placement.png
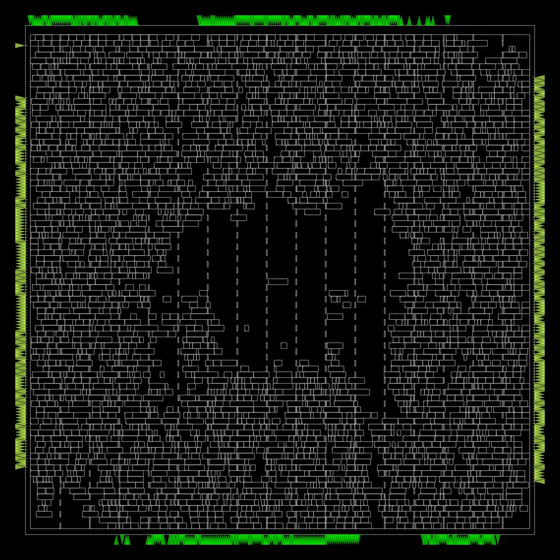
wires.png
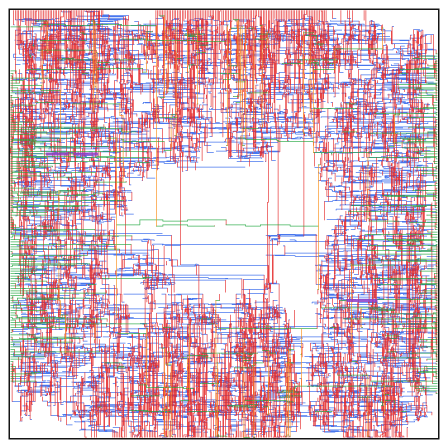
layer_met3.png
Bar = 50 um.
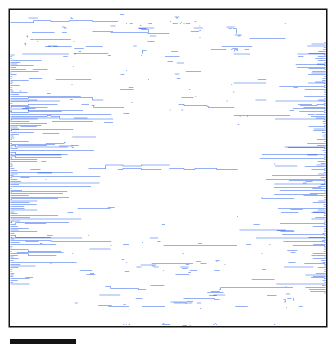
`src/rtl/pipe_stage_reg.sv`:
```
// pipe_stage_reg
//   Parametrised inter-stage pipeline register with a valid/ready handshake.
//   It holds two entries: a main register that drives the outputs and a skid
//   register. The skid entry absorbs the one extra beat that is accepted
//   while downstream back-pressure is still being seen, so the stage keeps
//   full throughput. A flush inserts a bubble by clearing the control bundle
//   of both entries and emptying the stage. The data bundle is either kept
//   or zeroed, depending on CLEAR_DATA_ON_FLUSH.
//
// Parameters
//   CTRL_W              width of the control bundle (zeroed on flush/bubble)
//   DATA_W              width of the data bundle
//   CLEAR_DATA_ON_FLUSH 1 = also zero the data bundle on flush, 0 = keep it
//
// Ports
//   clk        rising-edge clock
//   rst_n      synchronous active-low reset
//   flush      kills all held and incoming beats this cycle
//   in_valid   upstream beat present
//   in_ready   stage can accept a beat (depends on state and rst_n only)
//   in_ctrl    upstream control bundle
//   in_data    upstream data bundle
//   out_valid  beat presented downstream
//   out_ready  downstream accepts this cycle
//   out_ctrl   control bundle, all-zero whenever out_valid=0
//   out_data   data bundle (last held value, or zero after reset/clearing flush)
//
// Optional build macro
//   PIPE_STAGE_REG_STATS_EN  adds the saturating counters bubble_cnt and
//                            stall_cnt (32 bits each)
module pipe_stage_reg #(
    parameter int CTRL_W              = 32,
    parameter int DATA_W              = 256,
    parameter int CLEAR_DATA_ON_FLUSH = 0
) (
    input  logic              clk,
    input  logic              rst_n,
    input  logic              flush,
    input  logic              in_valid,
    output logic              in_ready,
    input  logic [CTRL_W-1:0] in_ctrl,
    input  logic [DATA_W-1:0] in_data,
    output logic              out_valid,
    input  logic              out_ready,
    output logic [CTRL_W-1:0] out_ctrl,
    output logic [DATA_W-1:0] out_data
`ifdef PIPE_STAGE_REG_STATS_EN
    ,
    output logic [31:0]       bubble_cnt,
    output logic [31:0]       stall_cnt
`endif
);

    typedef enum logic [1:0] {
        EMPTY = 2'd0,
        ONE   = 2'd1,
        FULL  = 2'd2
    } state_t;

    state_t              state_reg, state_next;
    logic [CTRL_W-1:0]   main_ctrl_reg, main_ctrl_next;
    logic [DATA_W-1:0]   main_data_reg, main_data_next;
    logic [CTRL_W-1:0]   skid_ctrl_reg, skid_ctrl_next;
    logic [DATA_W-1:0]   skid_data_reg, skid_data_next;

    logic in_fire;
    logic out_fire;

    // in_ready never looks at out_ready, so no combinational path runs
    // from downstream back to upstream.
    assign in_ready  = rst_n & (state_reg != FULL);
    assign out_valid = (state_reg == ONE) | (state_reg == FULL);
    assign in_fire   = in_valid & in_ready;
    assign out_fire  = out_valid & out_ready;

    assign out_ctrl  = out_valid ? main_ctrl_reg : '0;
    assign out_data  = main_data_reg;

    always_comb begin
        state_next     = state_reg;
        main_ctrl_next = main_ctrl_reg;
        main_data_next = main_data_reg;
        skid_ctrl_next = skid_ctrl_reg;
        skid_data_next = skid_data_reg;

        if (flush) begin
            // Incoming beats are ignored. Any out_fire in this cycle has
            // already been seen by downstream, so the stage drops its copy.
            state_next     = EMPTY;
            main_ctrl_next = '0;
            skid_ctrl_next = '0;
            if (CLEAR_DATA_ON_FLUSH != 0) begin
                main_data_next = '0;
                skid_data_next = '0;
            end
        end else begin
            case (state_reg)
                EMPTY: begin
                    if (in_fire) begin
                        state_next     = ONE;
                        main_ctrl_next = in_ctrl;
                        main_data_next = in_data;
                    end
                end
                ONE: begin
                    if (in_fire && out_fire) begin
                        main_ctrl_next = in_ctrl;
                        main_data_next = in_data;
                    end else if (in_fire) begin
                        state_next     = FULL;
                        skid_ctrl_next = in_ctrl;
                        skid_data_next = in_data;
                    end else if (out_fire) begin
                        state_next = EMPTY;
                    end
                end
                FULL: begin
                    // The older beat leaves and the skid entry moves up.
                    if (out_fire) begin
                        state_next     = ONE;
                        main_ctrl_next = skid_ctrl_reg;
                        main_data_next = skid_data_reg;
                    end
                end
                default: state_next = EMPTY;
            endcase
        end
    end

    always_ff @(posedge clk) begin
        if (!rst_n) begin
            state_reg     <= EMPTY;
            main_ctrl_reg <= '0;
            main_data_reg <= '0;
            skid_ctrl_reg <= '0;
            skid_data_reg <= '0;
        end else begin
            state_reg     <= state_next;
            main_ctrl_reg <= main_ctrl_next;
            main_data_reg <= main_data_next;
            skid_ctrl_reg <= skid_ctrl_next;
            skid_data_reg <= skid_data_next;
        end
    end

`ifdef PIPE_STAGE_REG_STATS_EN
    logic [31:0] bubble_cnt_reg;
    logic [31:0] stall_cnt_reg;
    logic        bubble_hit;
    logic        stall_hit;

    // A flush counts as a bubble only if it actually drops something: a held
    // entry or a beat that is being offered.
    assign bubble_hit = flush & ((state_reg != EMPTY) | in_valid);
    assign stall_hit  = out_valid & ~out_ready;

    always_ff @(posedge clk) begin
        if (!rst_n) begin
            bubble_cnt_reg <= '0;
            stall_cnt_reg  <= '0;
        end else begin
            if (bubble_hit && (bubble_cnt_reg != 32'hFFFF_FFFF))
                bubble_cnt_reg <= bubble_cnt_reg + 32'd1;
            if (stall_hit && (stall_cnt_reg != 32'hFFFF_FFFF))
                stall_cnt_reg <= stall_cnt_reg + 32'd1;
        end
    end

    assign bubble_cnt = bubble_cnt_reg;
    assign stall_cnt  = stall_cnt_reg;
`endif

endmodule

```
`config.mk`:
```
export PLATFORM = sky130hd
export DESIGN_NAME = pipe_stage_reg
export DESIGN_NICKNAME = d
export VERILOG_FILES = /design/src/rtl/pipe_stage_reg.sv
export SDC_FILE = /design/constraint.sdc
export NUM_CORES = 1
export LEC_CHECK = 0
export CAP_MARGIN = 20
export CORE_MARGIN = 2
export CORE_UTILIZATION = 45
export DETAILED_ROUTE_END_ITERATION = 8
export PLACE_DENSITY_LB_ADDON = 0.3
export SETUP_SLACK_MARGIN = 0.02
export SYNTH_ARGS = -nofsm -noshare
export SYNTH_HDL_FRONTEND = slang
export SYNTH_SLANG_ARGS = --single-unit
```
`constraint.sdc`:
```
create_clock -name clk -period 5.7 [get_ports clk]
set_clock_uncertainty 0.2 [all_clocks]
set_input_delay 1.14 -clock clk [delete_from_list [all_inputs] [get_ports clk]]
set_output_delay 1.14 -clock clk [all_outputs]
set_load 0.03 [all_outputs]
```
==> flow_summary.yaml <==
# physical design summary
synth:
  ys.flops: 578
  ys_types: 32
  ys_seq_frac: 0.4687
  yosysWarnings: 0
  syn_area_um2: 24690
  synthAdderAreaFrac: 0.003041
  syn_area_per_cell_um2: 9.379
cells_and_area:
  final_util: 0.6066
setup_path:
  critPathBufInv: 2
  critPathTopFamily: "adder cells"
  worst_path_max_delay_cell: "ha_1"
  cp_max_fo: 36
  end_kind: "primary output"
  cp_data_required_time_ps: 4360
clock_tree:
  cts_tree: "yes"
  clock-root-buffer: "clkbuf_16"
  clk_pin_slew_ps: 60
  cts.sinks: 578
  hold_buffers: 0
die:
  die_area_um2: 56750
  io_pins: 583
timing:
  grt_setup_unrepaired: "false"
  tightest_slew_ps: 1055
  max_freq_ghz: 0.2242
  hold_ws_ps: 250.6
  maxSlewHeadroom: 0.2965
  layout_min_cycle_time_ps: 4460
global_routing:
  grt_max_degree: 168
  grt_pass1_vias: 20531
  use_met3: 0.07219
flow_run:
  drv_cap: 0
route:
  vias: 21347
power:
  max-vdd-ir-drop_uv: 228.1
  power_density_nw_per_um2: 301.7
run_status:
  outcome: "finished, final reports clean"
Notes on placement.png above:
Seq cells: 578
Core Region: 54030 um2
tap cells: 696
fillcell total: 4428
FP Rows: 85

Notes on wires.png above:
legend:
  orange:
    layer: metal 4
    wire_length: 2270 um
  purple:
    layer: metal 5
    wire_length: 38.6 um
  red:
    layer: metal 2
    wire_length: 37.1 mm
  blue:
    layer: metal 1
    wire_length: 30.8 mm
  green:
    layer: metal 3
    wire_length: 5910 um

Notes on layer_met3.png above:
share of all routed wire: 7.8%
wire length on this layer: 5910 um
nets with wire on the layer: 390
main direction: horizontal
longest straight run: 75.7 um

## layer usage
layer / up-vias / share of wire
met4: 6 / 0.030
met1: 10446 / 0.40
met3: 135 / 0.078
met5: - / 0.00050
li1: 10098 / -
met2: 662 / 0.49
## placed cells by master (no fill, tap or decap), drive strengths merged, types with 2 or more instances in the layout
master / n
nor2b: 2
a21boi: 258
clkbuf: 90
mux2i: 288
a2111oi: 2
diode: 15
o211a: 256
clkdlybuf4s50: 581
and2: 35
ha: 6
dfxtp: 578
buf: 37
nand2: 580
nand3: 258
a21oi: 64
inv: 5
clkinv: 11
a211oi: 33
bufinv: 6
## stage by stage
step,worst slack (ps),std cells,area [um2]
2_1_floorplan,1946,2632,24690
3_3_place_gp,1491,3683,30570
3_5_place_dp,1386,3686,30630
4_1_cts,1248,3796,32710
5_1_grt,1115,3811,32770
6_report,1240,3812,32770
## synthesized netlist by cell type
cell         n
nor2b_2      1
and3b_1      1
buf_1       11
nand4_1      1
a21boi_2     1
buf_2       69
nand3_1    258
nand2_1    580
o41ai_1      1
and3_1       1
nor2_1       1
o211a_1    256
ha_1         6
buf_6       22
a311o_1      1
dfxtp_1    578
inv_1        3
nand3b_1     1
mux2i_1    288
clkbuf_1   150
a2111oi_4    1
or2_1        1
nor2b_1      1
buf_4        6
a21oi_1     64
a41o_1       1
a21boi_1   257
a2111oi_2    1
buf_8        1
o21ai_1      1
and2_1      35
a211oi_1    33
## kinds of logic after synthesis
logic type | after synthesis
simple gates | 881
compound gates | 617
flops | 578
mux | 288
buf+inv | 262
fa+ha+maj | 6
## final timing paths
path	endpoint	slack (ps)	cells past startpoint
setup reg to reg	out_data[98]	1550	7
hold reg to reg	skid_data_reg[114]	250	2
setup / recovery	out_ctrl[7]	1240	4
hold / removal	skid_data_reg[114]	250	2
## worst register-to-register path, cell delays in order (launching register included)
cell	delay (ps)
dfxtp_1	470
inv_1	120
ha_1	930
nand2_1	230
o21ai_4	750
and2_4	820
buf_12	350
o211a_1	240
## where the power goes
part | switching, mW | total [mW] | internal, mW
logic | 0.810 | 1.48 | 0.673
clock network | 1.63 | 4.09 | 2.46
registers | 0.101 | 4.31 | 4.21
## final cells by class
type                       instances  area [um2]
fill                            4428       21260
clock inverter                    20       260.3
inverter                           3       11.26
tap                              696       870.8
clock buffer                      90        1815
antenna                           15       37.54
sequential                       578       11570
timing repair buffer             618        6299
multi-input combinational       1792       11910
No activity file was given, so power comes from the tool's default toggle rates.
